===== config.mk =====
export PLATFORM = sky130hd
export DESIGN_NAME = univ_shift_reg
export DESIGN_NICKNAME = d
export VERILOG_FILES = /design/src/rtl/univ_shift_reg.sv
export SDC_FILE = /design/constraint.sdc
export NUM_CORES = 1
export LEC_CHECK = 0
export ABC_CLOCK_PERIOD_IN_PS = 1420
export CAP_MARGIN = 20
export CORE_MARGIN = 3
export CORE_UTILIZATION = 40
export DETAILED_ROUTE_END_ITERATION = 12
export HOLD_SLACK_MARGIN = 0.08
export PLACE_DENSITY = 0.8
export SETUP_SLACK_MARGIN = 0.4
export SLEW_MARGIN = 15
export SYNTH_ARGS = -nofsm -noshare
export SYNTH_HDL_FRONTEND = slang
export SYNTH_SLANG_ARGS = --single-unit

===== constraint.sdc =====
create_clock -name clk -period 1.42 [get_ports clk]
set_input_delay 0.142 -clock clk [delete_from_list [all_inputs] [get_ports clk]]
set_output_delay 0.142 -clock clk [all_outputs]
set_load 0.03 [all_outputs]

===== src/rtl/univ_shift_reg.sv =====
// Parametrised universal shift register: manual hold/load/shift/rotate/clear ops
// plus an auto-shift burst engine with start/busy/done handshake.
module univ_shift_reg #(
  parameter int N  = 8,
  parameter int LW = $clog2(N) + 1
) (
  input  logic          clk,
  input  logic          reset,
  input  logic [2:0]    mode,
  input  logic [N-1:0]  d,
  input  logic          si_r,
  input  logic          si_l,
  input  logic          start,
  input  logic          burst_dir,
  input  logic [LW-1:0] burst_len,
  output logic [N-1:0]  q,
  output logic          so_r,
  output logic          so_l,
  output logic          busy,
  output logic          done,
  output logic [LW-1:0] shift_cnt
);

  typedef enum logic [0:0] {
    IDLE  = 1'b0,
    BURST = 1'b1
  } state_t;

  localparam logic [LW-1:0] CNT_ZERO = {LW{1'b0}};
  localparam logic [LW-1:0] CNT_ONE  = {{(LW-1){1'b0}}, 1'b1};

  state_t        state_q, state_d;
  logic [N-1:0]  q_q, q_d;
  logic [LW-1:0] cnt_q, cnt_d;
  logic          dir_q, dir_d;
  logic          busy_q, busy_d;
  logic          done_q, done_d;

  // State registers with asynchronous clear.
  always_ff @(posedge clk or posedge reset) begin
    if (reset) begin
      state_q <= IDLE;
      q_q     <= {N{1'b0}};
      cnt_q   <= CNT_ZERO;
      dir_q   <= 1'b0;
      busy_q  <= 1'b0;
      done_q  <= 1'b0;
    end else begin
      state_q <= state_d;
      q_q     <= q_d;
      cnt_q   <= cnt_d;
      dir_q   <= dir_d;
      busy_q  <= busy_d;
      done_q  <= done_d;
    end
  end

  // Next-state, datapath and handshake logic.
  always_comb begin
    state_d = state_q;
    q_d     = q_q;
    cnt_d   = cnt_q;
    dir_d   = dir_q;
    busy_d  = busy_q;
    done_d  = 1'b0;

    case (state_q)
      IDLE: begin
        // A zero-length start is not a burst: mode runs as if start were low.
        if (start && (burst_len != CNT_ZERO)) begin
          state_d = BURST;
          cnt_d   = burst_len;
          dir_d   = burst_dir;
          busy_d  = 1'b1;
        end else begin
          case (mode)
            3'b000:  q_d = q_q;
            3'b001:  q_d = d;
            3'b010:  q_d = {si_r, q_q[N-1:1]};
            3'b011:  q_d = {q_q[N-2:0], si_l};
            3'b100:  q_d = {q_q[0], q_q[N-1:1]};
            3'b101:  q_d = {q_q[N-2:0], q_q[N-1]};
            3'b110:  q_d = {q_q[N-1], q_q[N-1:1]};
            3'b111:  q_d = {N{1'b0}};
            default: q_d = q_q;
          endcase
        end
      end
      BURST: begin
        if (dir_q) begin
          q_d = {q_q[N-2:0], si_l};
        end else begin
          q_d = {si_r, q_q[N-1:1]};
        end
        cnt_d = cnt_q - CNT_ONE;
        if (cnt_q == CNT_ONE) begin
          state_d = IDLE;
          busy_d  = 1'b0;
          done_d  = 1'b1;
        end else begin
          busy_d  = 1'b1;
        end
      end
      default: begin
        state_d = IDLE;
        busy_d  = 1'b0;
        cnt_d   = CNT_ZERO;
      end
    endcase
  end

  assign q         = q_q;
  assign so_r      = q_q[0];
  assign so_l      = q_q[N-1];
  assign busy      = busy_q;
  assign done      = done_q;
  assign shift_cnt = cnt_q;

endmodule


Figure 1. Gate families picked out (run 1).
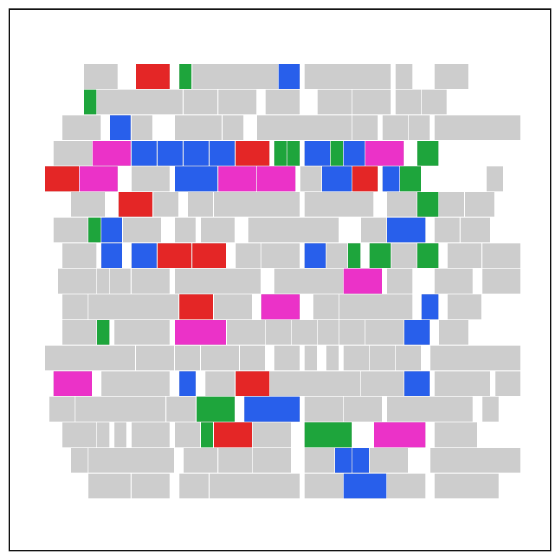
| colour | family | cells |
|---|---|---|
| red | non-inverting ao/oa cells | 10 |
| magenta | mux cells | 10 |
| green | nand cells | 16 |
| blue | aoi and oai cells | 24 |

Figure 2. Routing congestion map (run 1).
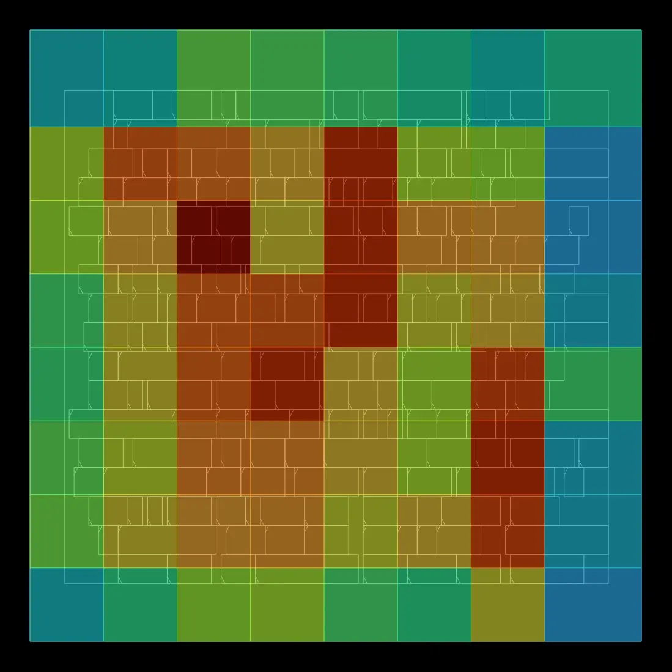
gr usage total: 0.239
met1 GRT Util: 0.309
routed length per placed instance: 20.1 um
final core utilization: 0.825
met3 capacity usage during global routing: 0.0407

Figure 3. Where the registers sit (run 1).
Scale bar: 20 um.
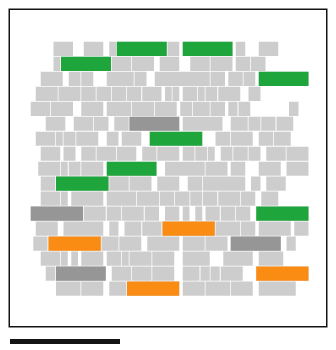
| colour | netlist name | placed flops |
|---|---|---|
| orange | `shift_cnt` | 4 |
| green | `q` | 8 |

==> flow_results.xml, run 1 <==
<?xml version="1.0" encoding="UTF-8"?>
<metrics>
  <group name="outcome">
    <metric name="result_of_the_run" unit="">finished, final reports clean</metric>
  </group>
  <group name="yosys">
    <metric name="synth_flop_count" unit="">16</metric>
    <metric name="postSynthNetCount" unit="">137</metric>
    <metric name="yosysWarningCount" unit="">0</metric>
    <metric name="synthTopCellsByCount" unit="">16 x dfrtp_1, 13 x nor2_1, 10 x nand2_1</metric>
    <metric name="top_area_frac" unit="">0.379</metric>
    <metric name="synth_adder_area_share" unit="">0.0237</metric>
  </group>
  <group name="clock_network">
    <metric name="clock_root_buffer" unit="">clkbuf_4</metric>
  </group>
  <group name="power_and_ir_drop">
    <metric name="seq_power_share" unit="">0.245</metric>
    <metric name="power.static_leakage" unit="nW">0.843</metric>
  </group>
  <group name="cells_and_area">
    <metric name="multi_input_comb_cells" unit="">85</metric>
    <metric name="n_all_buffers" unit="">70</metric>
    <metric name="layout_top_cell_excl_fill_tap" unit="">buf_4</metric>
    <metric name="final_cell_mix" unit="">22 x buf_4, 20 x buf_6, 12 x clkdlybuf4s50_1, 9 x nand2_1</metric>
  </group>
  <group name="setup_path">
    <metric name="worst_reg_to_reg_cells" unit="">6</metric>
    <metric name="criticalPathCategory" unit="">register to register</metric>
    <metric name="worst-endpoint-arrival" unit="ps">1580</metric>
    <metric name="critical_path.max_stage_delay" unit="ps">440</metric>
  </group>
  <group name="detailed_routing">
    <metric name="dr.first_iter.drc_count" unit="">72</metric>
    <metric name="drtPass1Iterations" unit="">4</metric>
    <metric name="routed-wl-met2" unit="um">2050</metric>
  </group>
  <group name="timing">
    <metric name="fin_worst_hold_slack" unit="ps">141</metric>
    <metric name="postLayoutSetupSlackWorst" unit="ps">41.2</metric>
    <metric name="slew-limit-headroom" unit="">0.700</metric>
    <metric name="totalNegativeSetupSlack" unit="ps">0</metric>
  </group>
  <group name="global_route">
    <metric name="use_met2" unit="">0.403</metric>
  </group>
  <group name="placement">
    <metric name="dp.cells" unit="">184</metric>
    <metric name="dpl-instance-area" unit="sq um">1560</metric>
  </group>
  <group name="die">
    <metric name="placement_rows" unit="">17</metric>
  </group>
  <group name="flow_run">
    <metric name="max-cap-violations" unit="">0</metric>
  </group>
</metrics>
==> run 2: changes to the inputs <==
HOLD_SLACK_MARGIN = 0.02   (was 0.08)
Figure 4. Routing congestion map (run 2).
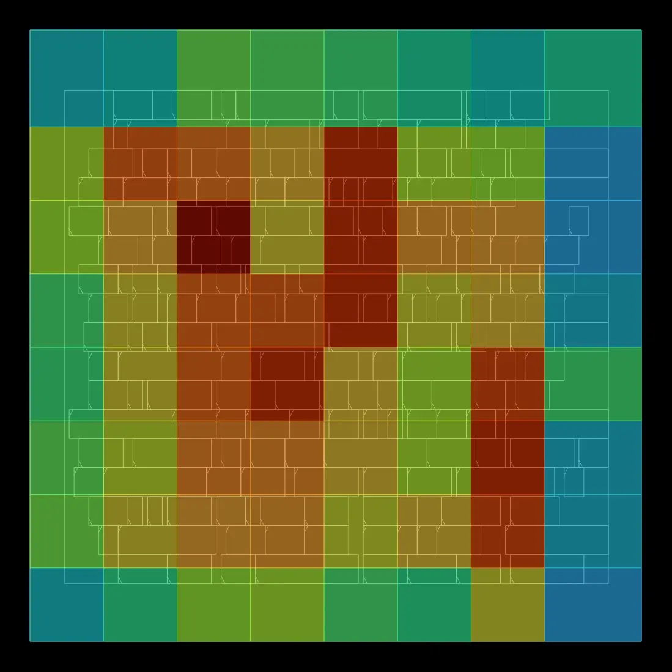
fraction of met2 tracks used by global routing: 0.403
layer carrying the most global-route usage: met2

==> flow_results.xml, run 2 <==
<?xml version="1.0" encoding="UTF-8"?>
<metrics>
  <group name="detailed_routing">
    <metric name="dr.first_iter.drc_count" unit="">72</metric>
    <metric name="wire_per_inst" unit="um">20.1</metric>
    <metric name="remaining_drc_errors" unit="">0</metric>
    <metric name="drtPass1Iterations" unit="">4</metric>
    <metric name="routed-wl-met2" unit="um">2050</metric>
  </group>
  <group name="cells_and_area">
    <metric name="layout_top_cell_excl_fill_tap" unit="">buf_4</metric>
    <metric name="fin_util" unit="">0.825</metric>
    <metric name="multi_input_comb_cells" unit="">85</metric>
    <metric name="fillCellCount" unit="">133</metric>
    <metric name="final_cell_mix" unit="">22 x buf_4, 20 x buf_6, 12 x clkdlybuf4s50_1, 9 x nand2_1</metric>
    <metric name="seq_cell_count" unit="">16</metric>
  </group>
  <group name="setup_path">
    <metric name="crit_family" unit="">flip-flops</metric>
    <metric name="critical_path.max_stage_delay" unit="ps">440</metric>
  </group>
  <group name="clock_network">
    <metric name="clock_root_buffer" unit="">clkbuf_4</metric>
    <metric name="clkSlewWorstSetupHoldPaths" unit="ps">110</metric>
    <metric name="numCtsBuffers" unit="">3</metric>
  </group>
  <group name="outcome">
    <metric name="result_of_the_run" unit="">finished, final reports clean</metric>
  </group>
  <group name="power_and_ir_drop">
    <metric name="power.static_leakage" unit="nW">0.843</metric>
  </group>
  <group name="timing">
    <metric name="slew-limit-headroom" unit="">0.700</metric>
    <metric name="totalNegativeSetupSlack" unit="ps">0</metric>
    <metric name="max_slew.worst_pin.slew" unit="ps">450</metric>
    <metric name="post-route-min-period" unit="ps">1380</metric>
    <metric name="fin_worst_hold_slack" unit="ps">141</metric>
    <metric name="postLayoutSetupSlackWorst" unit="ps">41.2</metric>
  </group>
  <group name="global_route">
    <metric name="groute.layer.met1.usage" unit="">0.309</metric>
    <metric name="grt_util_all_layers" unit="">0.239</metric>
    <metric name="vias_in_the_first_global_route" unit="">1282</metric>
    <metric name="grt_start_max_net_pins" unit="">17</metric>
    <metric name="grt.met3_usage" unit="">0.0407</metric>
  </group>
  <group name="yosys">
    <metric name="postSynthNetCount" unit="">137</metric>
    <metric name="synth_cells" unit="">114</metric>
    <metric name="synth_flop_count" unit="">16</metric>
    <metric name="synthTopCellsByCount" unit="">16 x dfrtp_1, 13 x nor2_1, 10 x nand2_1</metric>
    <metric name="yosysWarningCount" unit="">0</metric>
    <metric name="top_area_frac" unit="">0.379</metric>
  </group>
  <group name="placement">
    <metric name="final_wtd_congestion" unit="">0.819</metric>
    <metric name="dp.cells" unit="">184</metric>
    <metric name="dpl-instance-area" unit="sq um">1560</metric>
  </group>
  <group name="flow_run">
    <metric name="max-cap-violations" unit="">0</metric>
  </group>
  <group name="die">
    <metric name="placement_rows" unit="">17</metric>
  </group>
</metrics>
